[src/rtl/display_pkg.sv]
// Shared definitions for the multiplexed 7-segment scanner.
// Segment codes are gfedcba, bit 0 = segment a, all active-high.
package display_pkg;

    localparam logic [6:0] SEG_0     = 7'b0111111;
    localparam logic [6:0] SEG_1     = 7'b0000110;
    localparam logic [6:0] SEG_2     = 7'b1011011;
    localparam logic [6:0] SEG_3     = 7'b1001111;
    localparam logic [6:0] SEG_4     = 7'b1100110;
    localparam logic [6:0] SEG_5     = 7'b1101101;
    localparam logic [6:0] SEG_6     = 7'b1111101;
    localparam logic [6:0] SEG_7     = 7'b0000111;
    localparam logic [6:0] SEG_8     = 7'b1111111;
    localparam logic [6:0] SEG_9     = 7'b1101111;
    localparam logic [6:0] SEG_A     = 7'b1110111;
    localparam logic [6:0] SEG_B     = 7'b1111100;
    localparam logic [6:0] SEG_C     = 7'b0111001;
    localparam logic [6:0] SEG_D     = 7'b1011110;
    localparam logic [6:0] SEG_E     = 7'b1111001;
    localparam logic [6:0] SEG_F     = 7'b1110001;
    localparam logic [6:0] SEG_BLANK = 7'b0000000;

    // Width of a counter/index covering 0..n-1, never narrower than one bit.
    function automatic int idxWidth(input int n);
        return (n > 1) ? $clog2(n) : 1;
    endfunction

endpackage

[src/rtl/display_scan_seg_decoder.sv]
// Combinational nibble to 7-segment (gfedcba) decoder.
// Optional feature macro: DISPLAY_SCAN_HEX_EN -- when defined, 10..15 show
// A b C d E F; when undefined they decode to blank.
module seg_decoder
    import display_pkg::*;
(
    input  logic [3:0] i_Nibble,
    output logic [6:0] o_Segments
);

    // Table lookup; anything not listed falls back to a dark digit.
    always_comb begin
        o_Segments = SEG_BLANK;
        case (i_Nibble)
            4'h0:    o_Segments = SEG_0;
            4'h1:    o_Segments = SEG_1;
            4'h2:    o_Segments = SEG_2;
            4'h3:    o_Segments = SEG_3;
            4'h4:    o_Segments = SEG_4;
            4'h5:    o_Segments = SEG_5;
            4'h6:    o_Segments = SEG_6;
            4'h7:    o_Segments = SEG_7;
            4'h8:    o_Segments = SEG_8;
            4'h9:    o_Segments = SEG_9;
`ifdef DISPLAY_SCAN_HEX_EN
            4'hA:    o_Segments = SEG_A;
            4'hB:    o_Segments = SEG_B;
            4'hC:    o_Segments = SEG_C;
            4'hD:    o_Segments = SEG_D;
            4'hE:    o_Segments = SEG_E;
            4'hF:    o_Segments = SEG_F;
`else
            default: o_Segments = SEG_BLANK;
`endif
        endcase
    end

endmodule

[src/rtl/display_scan.sv]
// Multiplexed 7-segment display scanner with blank time, PWM brightness,
// per-digit dots and once-per-frame data latching.
// Optional feature macro: DISPLAY_SCAN_HEX_EN (see seg_decoder).
module display_scan
    import display_pkg::*;
#(
    parameter int DIGITS         = 4,
    parameter int SCAN_DIV       = 50000,
    parameter int BLANK_CYCLES   = 2,
    parameter bit SEG_ACTIVE_LOW = 1'b0,
    parameter bit DIG_ACTIVE_LOW = 1'b0
) (
    input  logic                             i_Clk,
    input  logic                             i_Reset,
    input  logic [4*DIGITS-1:0]              i_Data,
    input  logic [DIGITS-1:0]                i_Enable_Digits,
    input  logic [DIGITS-1:0]                i_Dots,
    input  logic [3:0]                       i_Brightness,
    output logic [7:0]                       o_Segments,
    output logic [DIGITS-1:0]                o_Digits,
    output logic [idxWidth(DIGITS)-1:0]      o_Scan_Index,
    output logic                             o_Frame_Start
);

    localparam int                IDX_W     = idxWidth(DIGITS);
    localparam int                PRE_W     = idxWidth(SCAN_DIV);
    localparam logic [IDX_W-1:0]  LAST_IDX  = IDX_W'(DIGITS - 1);
    localparam logic [PRE_W-1:0]  LAST_PRE  = PRE_W'(SCAN_DIV - 1);
    localparam logic [PRE_W-1:0]  BLANK_END = PRE_W'(BLANK_CYCLES);
    localparam logic [7:0]        SEG_INV   = SEG_ACTIVE_LOW ? 8'hFF : 8'h00;
    localparam logic [DIGITS-1:0] DIG_INV   = {DIGITS{DIG_ACTIVE_LOW}};

    logic [PRE_W-1:0]    r_prescaler;
    logic [IDX_W-1:0]    r_index;
    logic [3:0]          r_pwm;
    logic [4*DIGITS-1:0] r_shadowData;
    logic [DIGITS-1:0]   r_shadowEn;
    logic [DIGITS-1:0]   r_shadowDots;

    logic                w_frameEvent;
    logic [4*DIGITS-1:0] w_shadowDataNext;
    logic [DIGITS-1:0]   w_shadowEnNext;
    logic [DIGITS-1:0]   w_shadowDotsNext;
    logic [3:0]          w_nibble;
    logic [6:0]          w_decoded;
    logic [DIGITS-1:0]   w_strobe;

    // The output stage looks at the shadow values as they will be after this
    // edge, so the frame pulse and the freshly latched data reach the pins together.
    always_comb begin
        w_frameEvent     = (r_prescaler == '0) && (r_index == '0);
        w_shadowDataNext = w_frameEvent ? i_Data          : r_shadowData;
        w_shadowEnNext   = w_frameEvent ? i_Enable_Digits : r_shadowEn;
        w_shadowDotsNext = w_frameEvent ? i_Dots          : r_shadowDots;
        w_nibble         = w_shadowDataNext[{r_index, 2'b00} +: 4];
    end

    seg_decoder u_segDecoder (
        .i_Nibble   (w_nibble),
        .o_Segments (w_decoded)
    );

    // Light the current digit only past the blank window, when enabled and in the PWM on-phase.
    always_comb begin
        w_strobe = '0;
        if ((r_prescaler >= BLANK_END) && w_shadowEnNext[r_index] && (r_pwm <= i_Brightness)) begin
            w_strobe[r_index] = 1'b1;
        end
    end

    // Scan timing, PWM phase and the frame-stable shadow copies of the inputs.
    always_ff @(posedge i_Clk) begin
        if (i_Reset) begin
            r_prescaler  <= '0;
            r_index      <= '0;
            r_pwm        <= '0;
            r_shadowData <= '0;
            r_shadowEn   <= '0;
            r_shadowDots <= '0;
        end else begin
            r_pwm <= r_pwm + 4'd1;
            if (r_prescaler == LAST_PRE) begin
                r_prescaler <= '0;
                r_index     <= (r_index == LAST_IDX) ? '0 : r_index + 1'b1;
            end else begin
                r_prescaler <= r_prescaler + 1'b1;
            end
            r_shadowData <= w_shadowDataNext;
            r_shadowEn   <= w_shadowEnNext;
            r_shadowDots <= w_shadowDotsNext;
        end
    end

    // Pin registers with board polarity folded in; reset drives everything dark.
    always_ff @(posedge i_Clk) begin
        if (i_Reset) begin
            o_Segments    <= SEG_INV;
            o_Digits      <= DIG_INV;
            o_Scan_Index  <= '0;
            o_Frame_Start <= 1'b0;
        end else begin
            o_Segments    <= {w_shadowDotsNext[r_index], w_decoded} ^ SEG_INV;
            o_Digits      <= w_strobe ^ DIG_INV;
            o_Scan_Index  <= r_index;
            o_Frame_Start <= w_frameEvent;
        end
    end

endmodule

[config.mk]
export PLATFORM = sky130hd
export DESIGN_NAME = display_scan
export DESIGN_NICKNAME = d
export VERILOG_FILES = /design/src/rtl/display_pkg.sv /design/src/rtl/display_scan_seg_decoder.sv /design/src/rtl/display_scan.sv
export SDC_FILE = /design/constraint.sdc
export NUM_CORES = 1
export LEC_CHECK = 0
export CORE_MARGIN = 2
export CORE_UTILIZATION = 57
export DETAILED_ROUTE_END_ITERATION = 8
export DONT_BUFFER_PORTS = 1
export PLACE_DENSITY = 0.76
export SLEW_MARGIN = 20
export SYNTH_ARGS = -nofsm -noshare
export SYNTH_HDL_FRONTEND = slang
export SYNTH_HIERARCHICAL = 1
export SYNTH_SLANG_ARGS = --single-unit
[constraint.sdc]
create_clock -name i_Clk -period 2.5 [get_ports i_Clk]
set_clock_uncertainty 0.1 [all_clocks]
set_input_delay 0.625 -clock i_Clk [delete_from_list [all_inputs] [get_ports i_Clk]]
set_output_delay 0.625 -clock i_Clk [all_outputs]
set_load 0.02 [all_outputs]
run_1/registers.png
The bar under the picture is 20 um long.
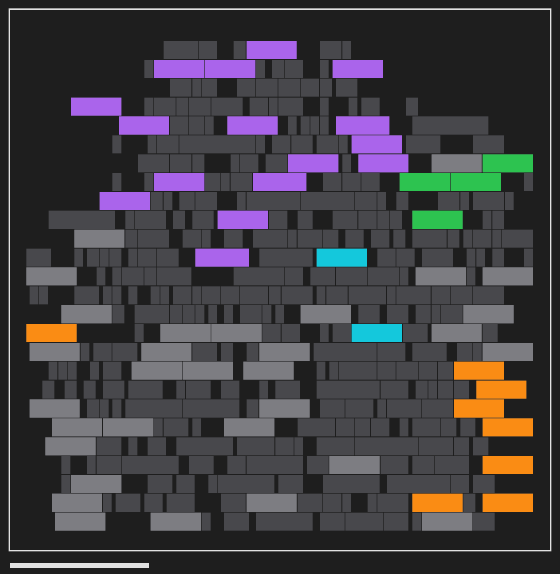
| name in the netlist | color | placed flops |
|---|---|---|
| o_Digits | green | 4 |
| o_Segments | orange | 8 |
| r_prescaler | purple | 16 |
| r_index | cyan | 2 |
sequential logic power: 1.11 mW
sequential share of cell area: 32.9%
final core area utilization: 72.0%
register cell area after layout: 1220 um^2

run_1/final_placement.png
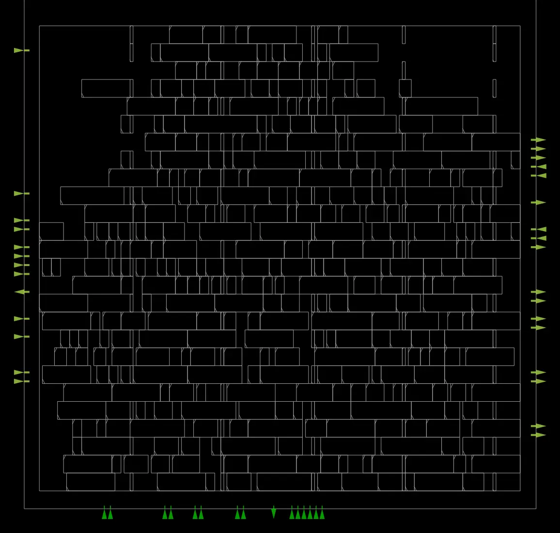
sequential cell count of the final layout: 61
Std-Cell Rows: 26

run_1/drive_strength.png
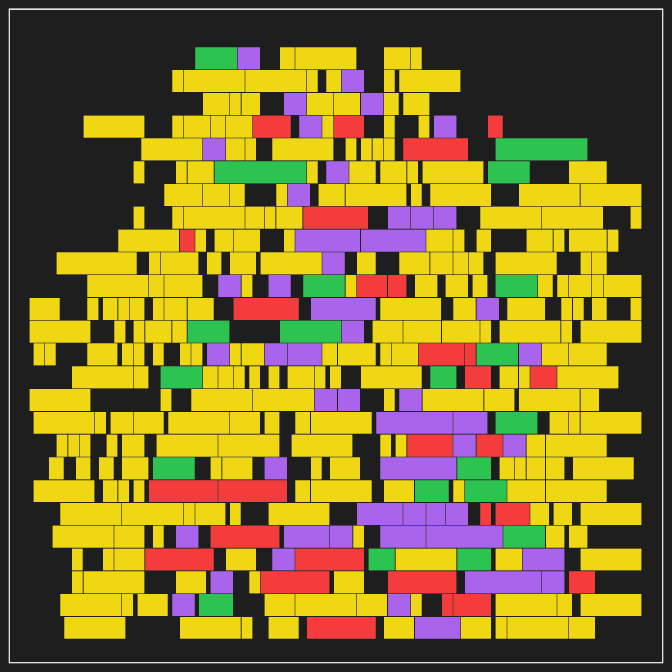
| size | color | cells |
|---|---|---|
| drive 3 to 4 | purple | 50 |
| drive 1 or less | yellow | 260 |
| drive 2 | red | 28 |
| drive 6 and up | green | 20 |
final worst-path setup slack: -0.0436 ns
synth-to-layout area growth: 19.7%
Non-clk bufs: 39

[run 1: power breakdown]
| part | switching (mW) | internal (mW) | total (mW) |
|---|---|---|---|
| clock | 0.382 | 0.613 | 0.995 |
| sequential | 0.0677 | 1.04 | 1.11 |
| combinational | 0.236 | 0.260 | 0.497 |
| total | 0.686 | 1.92 | 2.60 |
[run 1: per-layer routing]
metal  global-route usage [%]  vias to the layer above
li1                         -                     1162
met1                     29.0                     1153
met2                     36.8                       60
met3                     6.63                        9
met4                     10.0                        0
met5                        0                        -
[run 1: logic make-up after synthesis]
family | Yosys count | synth area share [%]
and+or+nand+nor | 109 | 18.3
muxes | 35 | 15.2
AOI/OAI and AO/OA | 43 | 8.57
xor gates and xnor gates | 17 | 4.79
DFF | 61 | 39.3
buffers and inverters | 37 | 6.64
adders and majority gates | 18 | 7.24
==> results.txt, run 1 <==
Physical implementation status

Pins over their slew limit in the final report were tallied at 0. The final layout report lists a clock buffer count of 12. The portion of synthesized cell area occupied by the leading cell type stands at 39.3%. The slew at the pin with the worst max-slew slack stands at 0.499 ns.

According to the Yosys statistics, the synthesized design has a chip area of 3110 um^2. The tally of OpenROAD warnings stands at 39. The final reports fail on negative setup slack. For the worst reg-to-reg path, the startpoint reported by OpenROAD is r_prescaler[4]. The H-tree was split into 3 levels. The synthesis warning total stands at 6. The initial utilization of the core area, before any placement, comes to 60.1%. The number of nets in the synthesized netlist stands at 368. In the hold report, the worst path ends at r_shadowEn[2]. The post-synth register bit count is 61.

Buffers inserted during clock tree synthesis total 9. Broken down by cell family, the worst path's largest delay share belongs to simple AND/OR/NAND/NOR gates. The analysis reports a worst IR drop on VDD of 0.407 mV. The hold buffer count at CTS stands at 0. Per the skew report, the later register of the worst-skew pair sees a clock latency of 0.34 ns.

Yosys mapped a number of flops with a built-in enable equal to 0. The iteration count recorded for the first detailed-route pass is 4. CTS reports a maximum clock tree buffer depth of 2. In the post-synthesis netlist, the cell with the most instances is sky130_fd_sc_hd__dfxtp_1. The post-route standard cell area excluding fillers stands at 3720 um^2. The post-route netlist has 27.4% of its cells at a drive strength greater than 1. The length of routed met3 wiring stands at 402 um. TritonCTS built the clock tree. The instance count of the mapped netlist stands at 320. Setup repair after global routing could not meet its margin everywhere. The via count of the first global-routing pass is 2350. STA classifies the critical path endpoint as a register. The net count reported at finish stands at 401. Summed over all instances, the cell type with the most area after synthesis is sky130_fd_sc_hd__dfxtp_1. Clock tree synthesis selected as its root buffer the cell sky130_fd_sc_hd__clkbuf_8.

Per the timing report, the most critical flop-to-flop path finishes at o_Segments[2]. The routed design uses 3170 um of met2 wire. In the hold timing report, the worst path depth is 1.

The placer congestion estimate stands at 0.809. STA on the placed design reports a worst setup slack of -0.0515 ns. The number of antenna violations at the first check in global routing is 0. The critical path data required time stands at 2.63 ns.

The count of final hold-check violations stands at 0. Per the post-CTS timing run, clock transition at the registers of the reported paths is 0.07 ns. The highest layer touched by signal routing is met4.

STA lists the startpoint of the worst hold path as i_Reset. In the layout the commonest cells are 58 x sky130_fd_sc_hd__dfxtp_1, 45 x sky130_fd_sc_hd__nor2_1, 35 x sky130_fd_sc_hd__buf_4. Global routing used 23.1% of the available tracks.

Checking hold timing, the worst path is listed with class in2reg. The relative area of non-clock buffer cells in the final design stands at 8.27%. Per the detail_route report, the via count comes to 2384. Counting flops with an async set or reset pin after synthesis yields a share of 0%. The final layout reports a setup TNS of -0.0599 ns.

The critical path ends at o_Segments[2]. Summing all multi-input logic gate instances after layout gives 1790 um^2. The worst hold slack across all endpoints stands at 0.255 ns. In the final layout, the fill cell count is 359.

The worst slew margin relative to its limit stands at 66.4%. According to the CTS report, the clock sink count is 61. In this run, post-CTS repair resized a total of 13 instances. The final tally of setup violations stands at 3. The flow ran to the end, but the final reports show violations. A synthesized cell averages 9.72 um^2. The biggest slice of the area belongs to combinational gates. The period utilization stands at 102%. Across the placement rows, the number of tap cells is 70. The instance count on the critical path stands at 8. Per the GRT congestion report, total overflow comes to 0. The cell count in the Yosys report stands at 320.

The main area contributors are sky130_fd_sc_hd__dfxtp_1 39%, sky130_fd_sc_hd__ha_1 7.2%, sky130_fd_sc_hd__mux2i_1 7.1%, sky130_fd_sc_hd__mux4_2 5.8%, sky130_fd_sc_hd__nor2_1 5.6%. Per the cell usage report, the commonest logic cell in the layout is sky130_fd_sc_hd__dfxtp_1. In the final layout, multi-input gates take up 48.2% of the cell area. The die extent in x stands at 77.9 um. The areal power density over the cells stands at 699 nW/um^2.

Per the OpenROAD floorplan log, the area of the core is 5170 um^2. Per the timing report, the biggest fanout along the worst path comes to 8. In this run the count of I/O pins placed on the die edge is 45. After layout, the minimum clock period comes to 2.54 ns. The worst-case register-to-register setup slack stands at -0.04 ns.

The most used flip-flop cell after synthesis is sky130_fd_sc_hd__dfxtp_1. In this run, placement finished with an instance count of 403. On the worst path, the slowest cell contributes a delay of 0.34 ns. The combined buffer and inverter count along the critical path stands at 1. The routed design shows a wire length per standard cell of 15.7 um. In the Yosys report, the sequential cells make up 39.3% of the chip area. The script parses the final routing iteration and logs DRC violations as 0.

Per the OpenROAD power report, leakage power amounts to 1.55 nW. In the post-route analysis, the smallest setup slack over all paths is -0.0436 ns. Per the layout report, the design carries 19 non-clock inverters. The number of maximum-capacitance constraint violations stands at 0.

The critical path goes through nor4_4 > nand4_4 > nor2_8 > buf_4 > mux4_2 > mux2_4 > o31a_1 > nor2b_1. The chip occupies 6060 um^2. Leaving out filler cells and counting taps, the final layout contains 428. The registers reported with the highest flop counts are r_prescaler: 16 flops, r_shadowData: 16 flops, o_Segments: 8 flops.

In the setup report, the worst path falls into the class reg2reg. In the Yosys stats the netlist draws on 42 distinct library cells. The worst setup path is launched from a register. During placement, the flow inserted port buffers numbering 0.
==> run 2, diff against run 1 <==
CORE_UTILIZATION = 60   (was 57)
PLACE_DENSITY = 0.77   (was 0.76)
clock period = 2.95 ns   (was 2.5 ns; I/O delays follow)
run_2/final_placement.png
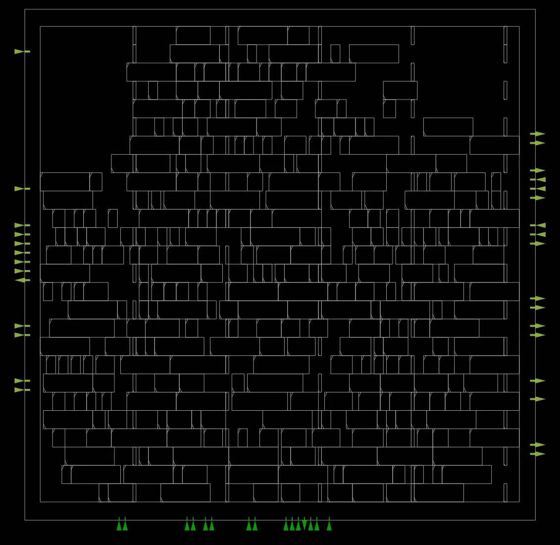
Core ar.: 5040 um^2
Post-Layout Cell Count: 398
final core area utilization: 65.4%

run_2/wire_density.png
15 x 15 tiles, from dark blue (low) to red (high), scaled to the fullest tile. Values are wire area over tile area, all layers added.
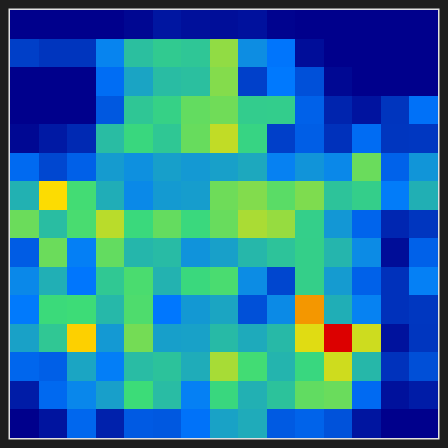
fullest tile: 0.54
nearly empty tiles: 13%
mean over tiles: 0.16
Avg WL per Cell: 14.8 um
WL final: 5900 um

==> results.txt, run 2 <==
Physical implementation status

45 I/O pins were placed. The H-tree was split into 3 levels. The maximum cell stage delay along the critical path stands at 0.38 ns.

Once routing completed, OpenROAD measured the worst setup slack at 0.211 ns. The length of the first detailed-routing pass in iterations stands at 4. The number of clock sinks stands at 61. The fraction of standard cell area in multi-input logic stands at 51.0%. Synthesis handed over a netlist of 320 instances. The worst ir drop on vdd stands at 0.353 mV. The flow reports that the clock network draws 33.2% of the design power. The global-route met2 utilization stands at 33.1%. TritonCTS built the clock tree. The library cell used most frequently in the layout, excluding fill and tap cells, is sky130_fd_sc_hd__dfxtp_1. The layout stage reports a final design area of 3300 um^2. The hold buffer count at CTS stands at 0. Detailed routing placed a total of 2620 um of wire on met2.

The top cell type by area accounts for 39.3% of the synthesized area. The layout filler cell count stands at 411. Looking at the max-slew report, the worst-margin pin has a slew of 0.606 ns. Per the area breakdown, the dominant cell category is combinational gates. The registers reported with the highest flop counts are r_prescaler: 16 flops, r_shadowData: 16 flops, o_Segments: 8 flops. The design has 61 sequential cells. Setup repair after global routing left no endpoint under its margin. Per the STA report, the cell with the highest stage delay on the worst path is sky130_fd_sc_hd__dfxtp_1. Per report_power, the top consumer among the power groups is sequential cells.

The area used by multi-input combinational logic stands at 1680 um^2. The fraction of area in registers stands at 37.0%. At the end of the flow, the number of nets in the layout was 371.

The AND-OR/OR-AND share of the synthesized area stands at 8.57%. The layout-stage area growth over the synthesis result stands at 6.04%. Hold is met by 0.362 ns.

The tally of OpenROAD warnings stands at 36. Per the OpenROAD power report, leakage power amounts to 1.33 nW. The completed layout was analyzed and its total power is 1.88 mW.

For this block, the via count after detailed routing is 2193. For this run, the total global-route usage over all layers was measured as 21.9%. The number of distinct library cells after synthesis stands at 42. In this run, synthesis produced a sequential element count of 61. The run finished with clean final reports. The total overflow left after global routing is 0. In this run, placement finished with an instance count of 380. Signal nets in the final route climb as high as met4.

The cell-mix breakdown from Yosys lists the XOR/XNOR area share as 4.79%. After Yosys synthesis, full adders, half adders and majority gates account for 7.24% of the synthesized area. In the layout the commonest cells are 61 x sky130_fd_sc_hd__dfxtp_1, 46 x sky130_fd_sc_hd__nor2_1, 30 x sky130_fd_sc_hd__nand2_1. On met1, the global router reports a usage of 28.1%. The largest buffer count on any clock path stands at 2. In this run the power density over the cells is 571 nW/um^2. The critical path maximum fanout is 9. Per the slew report, the remaining headroom to the max-slew limit stands at 59.2%. The clock latency reported for the late side of the worst-skew pair stands at 0.35 ns. The combined buffer and inverter count along the critical path stands at 1. The final weighted congestion recorded by global placement is 0.814. The clock network power reported by the tool is 626 uW.

The synthesized design contains 0 enable-type register cells. The total of clock buffers placed in the layout stands at 12. By area the synthesized netlist is led by sky130_fd_sc_hd__dfxtp_1 39%, sky130_fd_sc_hd__ha_1 7.2%, sky130_fd_sc_hd__mux2i_1 7.1%, sky130_fd_sc_hd__mux4_2 5.8%, sky130_fd_sc_hd__nor2_1 5.6%. The clock transition at the registers of the reported paths stands at 0.06 ns.

The die extent in x stands at 76.0 um. The worst setup path is launched from a register. The met3 usage stands at 6.87%. After synthesis, the largest family of logic cells by area is simple AND/OR/NAND/NOR gates. STA puts the critical path data required time at 3.08 ns.

On the critical path the largest part of the delay comes from simple AND/OR/NAND/NOR gates. Per the synthesis report, the simple-gate share of the synthesized area is 18.3%. The net switching fraction of the power stands at 28.6%.

Looking at the cell usage after synthesis, the top flip-flop cell is sky130_fd_sc_hd__dfxtp_1. Yosys reports a chip area of 3110 um^2. The end-of-flow timing check tallies setup violations at 0.

The fraction of final cell area spent on non-clock buffers in this run is 2.28%. Pins over their slew limit in the final report were tallied at 0. The summed negative setup slack over all endpoints stands at 0 ns. After global routing, the most crowded layer is met2. The share of the yosys chip area belonging to registers stands at 39.3%. The inserted tap cell count stands at 70. After layout, the buffer instance count without clock buffers stands at 10. The mean cell area of the mapped netlist stands at 9.72 um^2. The clock period minus final worst setup slack stands at 2.74 ns. The cell count in the Yosys report stands at 320. The number of inverters outside the clock class in the layout stands at 19. The worst setup timing slack at the placement stage stands at 0.161 ns.

The period utilization stands at 92.8%. In this run the power spent charging and discharging nets is 539 uW. sky130_fd_sc_hd__dfxtp_1 is the most common cell in the netlist. The number of maximum-capacitance constraint violations stands at 0. TritonCTS created 9 clock buffers.

In the final layout, the share of cells above drive strength 1 is 14.3%. The via count of the first global-routing pass is 2119. Per STA, the worst path is made up of nor4_4 > nand4_4 > nor2_8 > mux4_2 > mux2_2 > inv_2 > ha_1 > nor2_1 > a21oi_1 > o22ai_1 > nor2b_1.

Multiplexer cells account for 15.2% of the synthesized area. Cell internal power was estimated by the tool at 1.34 mW. The number of placement rows stands at 26. STA classifies the critical path endpoint as a register. Counting every net in the synthesized netlist gives 368. Counting the warning lines in the Yosys log gives 6.

In the routed design, unresolved DRC markers number 0. The port buffer count stands at 0. For the sequential group, total power comes out at 941 uW. In the setup report, the worst path falls into the class reg2reg.

STA reports the tightest min-delay check as being of type reg2reg. The tree is rooted in a sky130_fd_sc_hd__clkbuf_8. Yosys reported that registers with async set or reset make up 0%. Summed over all nets, wire length on met3 after detailed routing comes to 294 um. The chip occupies 5770 um^2. Hold-check failures listed in the final report amount to 0. The synthesized design spends more area on one cell type than any other, namely sky130_fd_sc_hd__dfxtp_1. The relative contribution of sequential cells to total power stands at 50.0%.
[run 2: cell counts after synthesis]
No cell type changed its count.
[run 2: what timing repair did]
item | 4_1_cts | 5_1_grt
gates resized | 0 | 0
buffers inserted | 0 | 2
endpoints found under the setup margin | 0 | 3
[run 2: final timing paths]
| check | startpoint | endpoint | slack (ns) | cells past startpoint |
|---|---|---|---|---|
| min | r_prescaler[0] | r_prescaler[0] | 0.36 | 1 |
| max | r_prescaler[6] | o_Segments[0] | 0.21 | 11 |
| max reg2reg | r_prescaler[6] | o_Segments[0] | 0.21 | 11 |
| min reg2reg | r_prescaler[0] | r_prescaler[0] | 0.36 | 1 |
==> run 3, diff against run 2 <==
CAP_MARGIN = 25   (was unset)
CORE_UTILIZATION = 58   (was 60)
DONT_BUFFER_PORTS = unset   (was 1)
PLACE_DENSITY = 0.85   (was 0.77)
run_3/wire_density.png
15 x 15 tiles, from dark blue (low) to red (high), scaled to the fullest tile. Values are wire area over tile area, all layers added.
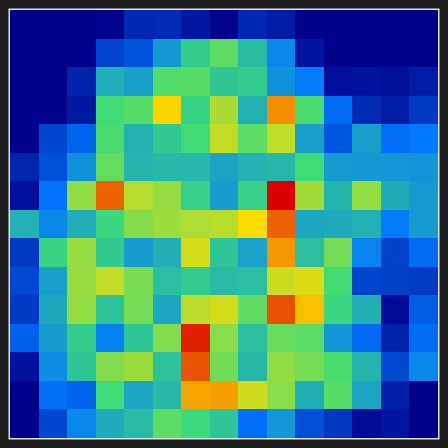
tiles over half the peak: 29%
nearly empty tiles: 12%
emptiest ninth of the die: top right
fullest tile: 0.45
mean over tiles: 0.16
via count: 2334
global router's overall resource usage: 22.5%
Avg WL per Cell: 13.8 um
WL final: 6070 um

run_3/drive_strength.png
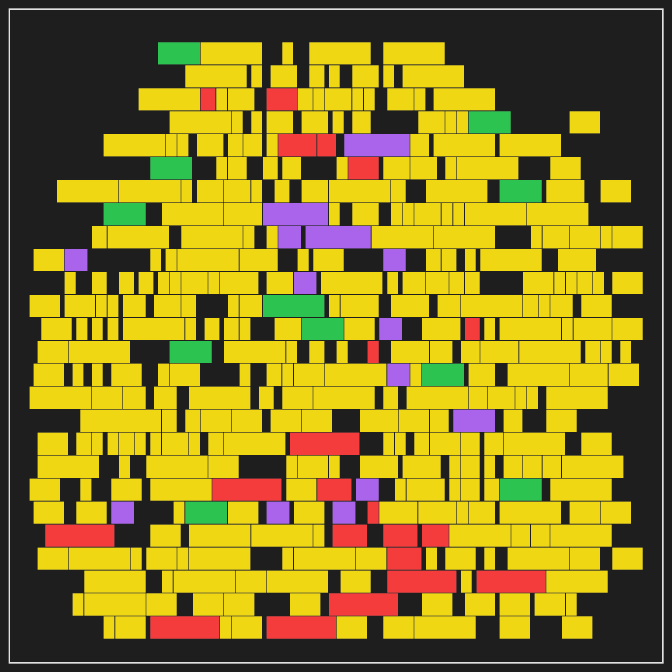
| size | color | cells |
|---|---|---|
| drive 1 or less | yellow | 325 |
| drive 3 to 4 | purple | 14 |
| drive 6 and up | green | 11 |
| drive 2 | red | 21 |
Non-clk bufs: 54
cell area after layout: 3740 um^2
final worst-path setup slack: 0.167 ns
synth-to-layout area growth: 20.2%

==> results.txt, run 3 <==
Physical implementation status

The clock transition at the registers of the reported paths stands at 0.06 ns. For the worst reg-to-reg path, the startpoint reported by OpenROAD is r_prescaler[6]. The HPWL after detailed placement stands at 4380 um. Per report_power, the Clock row totals 617 uW.

Of the total synthesized cell area, the portion taken by full adders, half adders and majority gates is 7.24%. The flow ran to the end, but the final reports show violations. The detailed router used layers up to and including met4. The tally of OpenROAD warnings stands at 36. The AND-OR/OR-AND share of the synthesized area stands at 8.57%. The number of slew-limit violations in the final report stands at 0. The combinational logic power stands at 429 uW. The clock latency reported for the late side of the worst-skew pair stands at 0.34 ns.

Leaving out fill and tap cells, the most frequent cell in the layout is sky130_fd_sc_hd__dfxtp_1. The post-CTS repair timing setup buffer count stands at 0. In the hold timing report, the worst path depth is 1.

TritonCTS built the clock tree. The final weighted congestion recorded by global placement is 0.784. The core region area stands at 5140 um^2. The total clock buffers created by CTS stands at 9. The clock passes through at most 2 buffers.

The critical path data required time stands at 3.06 ns. Summed over all nets, the switching power comes to 534 uW. The worst-case max-slew headroom was logged as 62.2%.

The area figure in the yosys stat output stands at 3110 um^2. The number of synthesized register bits stands at 61. Among cell families on the critical path, the largest total delay comes from simple AND/OR/NAND/NOR gates. The capture point of the worst register-to-register path is recorded as o_Segments[0].

Per the GRT log, the top usage layer is met2. In the final layout, the share of cells above drive strength 1 is 12.4%. In this run, the synthesized area fraction spent on and/or/nand/nor cells is recorded as 18.3%. Of the total power, registers draw 46.7%. Per the STA report, the cell with the highest stage delay on the worst path is sky130_fd_sc_hd__dfxtp_1. In the post-synthesis netlist, the biggest area contributors are sky130_fd_sc_hd__dfxtp_1 39%, sky130_fd_sc_hd__ha_1 7.2%, sky130_fd_sc_hd__mux2i_1 7.1%, sky130_fd_sc_hd__mux4_2 5.8%, sky130_fd_sc_hd__nor2_1 5.6%. The largest registers in the layout are r_prescaler: 16 flops, r_shadowData: 16 flops, o_Segments: 8 flops.

The portion of synthesized cell area occupied by the leading cell type stands at 39.3%. Detailed routing placed a total of 279 um of wire on met3. The layout filler cell count stands at 389.

The port buffer count stands at 44. The worst setup path is launched from a register. Final hold analysis gives a worst-case slack of 0.375 ns. For the worst setup path, the data arrival time is 2.90 ns.

The total number of H-tree levels stands at 3. The final reports fail on design-rule violations. STA classifies the critical path endpoint as a register. Of the total synthesized cell area, the portion taken by XOR and XNOR cells is 4.79%.

The instance count of the mapped netlist stands at 320. Looking at the group totals, the largest power group turns out to be sequential cells. The number of enable flip-flop cells stands at 0. Setup repair after global routing left no endpoint under its margin. The DRC marker count from the first detailed-route iteration stands at 114. Entering global routing, the biggest net connects 42 pins. Combinational logic burns 21.9% of the power.

The floorplan step set the die width to 77.2 um. The met1 layer wirelength in the final routing stands at 2850 um. The number of maximum-capacitance violations recorded for the run is 0.

Per the detail_route log, met2 wirelength is 2830 um. The floorplan step defined a die boundary enclosing 5960 um^2. Global routing consumed, on the met2 layer, 35.3% of the routing resources.

The via density per instance stands at 5.29. Per the synthesis report, the dominant area consumer among library cells is sky130_fd_sc_hd__dfxtp_1. The final global-route overflow total stands at 0. The number of antenna-violating nets in the routed design stands at 0.

The combined buffer and inverter count along the critical path stands at 1. Switching power as a fraction of the total was reported as 27.3%. The floorplan core density stands at 60.5%. Buffers inserted to repair hold after CTS numbered 0.

The number of distinct library cells after synthesis stands at 42. IR analysis of the VDD net gives a maximum drop of 0.353 mV. The net count reported at finish stands at 415. According to the I/O placement log, the pin count is 45. The report lists the power per cell area as 524 nW/um^2. The length of the first detailed-routing pass in iterations stands at 6. The number of antenna violations at the first check in global routing stands at 0. The count of final hold-check violations stands at 0. In the synthesized netlist, mux cells make up 15.2% of the area. The global-route wire length before repair stands at 10500 um. The total instance count after detailed placement stands at 426. The synthesis warning total stands at 6.

For this run, asynchronously set or reset flops after synthesis account for 0%. The number of cells on the worst reg-to-reg path stands at 9. The total inserted antenna cells stands at 0. Looking at hold timing, the worst path starts from r_pwm[0].

The placed instances occupy a cell area of 3580 um^2. At floorplan, the net count of the design was reported as 368. The cell count in the Yosys report stands at 320. In the global route stage, met1 resource usage came out at 29.4%. Per Yosys stat, the portion of area used by sequential elements is 39.3%. The peak clock frequency supported by timing stands at 359 MHz.

In this run the cell area of the synthesized design comes to 3110 um^2. The critical path is of the reg2reg type. The design internal power stands at 1.43 mW. Excluding fillers, the count of instances in the completed layout stands at 441. The number of clock sinks stands at 61. The DRC violation count after routing stands at 2. The min-delay analysis places its worst path in the category reg2reg. In the synthesized netlist, the cells that appear most often are 61 x sky130_fd_sc_hd__dfxtp_1, 46 x sky130_fd_sc_hd__nor2_1, 30 x sky130_fd_sc_hd__nand2_1. Along the worst path, the maximum fanout reaches 12. The final tally of setup violations stands at 0.

For reference, the critical path cell chain is nor4_4 > nand4_4 > nor2_8 > buf_4 > mux4_2 > mux2_2 > a21oi_1 > o22ai_1 > nor2b_1. The leakage power of the design stands at 1.51 nW. The top cell types in the final layout, fill and taps aside, are 61 x sky130_fd_sc_hd__dfxtp_1, 46 x sky130_fd_sc_hd__nor2_1, 44 x sky130_fd_sc_hd__clkdlybuf4s50_1. Hold analysis lists the worst path endpoint as r_pwm[0].

In the synthesized netlist, the dominant kind of combinational cell is simple AND/OR/NAND/NOR gates. The worst setup timing slack at the placement stage stands at 0.0397 ns. For this run, the leading register cell type out of synthesis is sky130_fd_sc_hd__dfxtp_1. The largest single stage delay on the critical path is 0.39 ns. The timing report gives the worst reg2reg path a setup slack of 0.17 ns.

Clock tree synthesis selected as its root buffer the cell sky130_fd_sc_hd__clkbuf_8. After floorplanning, the core was divided into 26 placement rows. Sequential power for this build is 914 uW. The fraction of the core area covered by cells at the end of the flow stands at 72.7%.

The via count of the first global-routing pass came to 2257. For this run the top cell type by instance count after synthesis was sky130_fd_sc_hd__dfxtp_1. The clock period minus final worst setup slack stands at 2.78 ns. In this run, the clock network consumes 31.5% of the power.

The slew at the pin with the worst max-slew slack stands at 0.561 ns. The period utilization stands at 94.3%. Averaged over all synthesized cells, the footprint is 9.72 um^2.

The number of gates resized after CTS stands at 0. The summed negative setup slack over all endpoints stands at 0 ns. Power comes to 1.96 mW. Global routing consumed, on the met3 layer, 5.88% of the routing resources. From bottom edge to top edge, the die measures 77.2 um.
==> run 3: cell counts after synthesis <==
No cell type changed its count.
==> run 3: cell type report <==
type | instances | area (um^2) | share of cell area [%]
clock inverters | 2 | 10.0 | 0.268
clock buffers | 13 | 149 | 3.99
repair buffers | 54 | 515 | 13.8
well taps | 70 | 87.6 | 2.34
inverters | 19 | 71.3 | 1.91
multi-input cells | 222 | 1680 | 45.0
flip-flops and latches | 61 | 1220 | 32.7
==> run 3: worst max path at each step <==
stage | startpoint | end | cells past startpoint
after detailed placement | i_Data[4] | o_Segments[2] | 8
final | r_prescaler[6] | o_Segments[0] | 9
after CTS | r_prescaler[6] | o_Segments[0] | 9
after floorplan | r_index[1] | o_Segments[2] | 13
after global routing | r_prescaler[6] | o_Segments[3] | 9
after global placement | i_Data[4] | o_Segments[2] | 8

==> screenshots <==
Clock distribution.
The bar under the picture is 20 um long.
shot_01.png
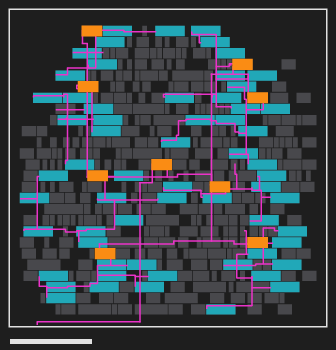
shot_02.png
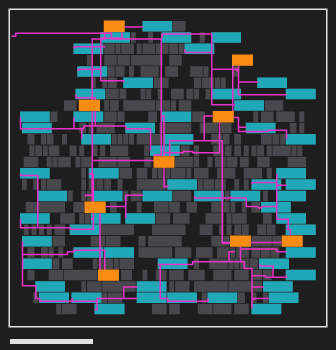
shot_01.png -> run 3
shot_02.png -> run 2

Power is estimated from default activity; no workload was simulated.
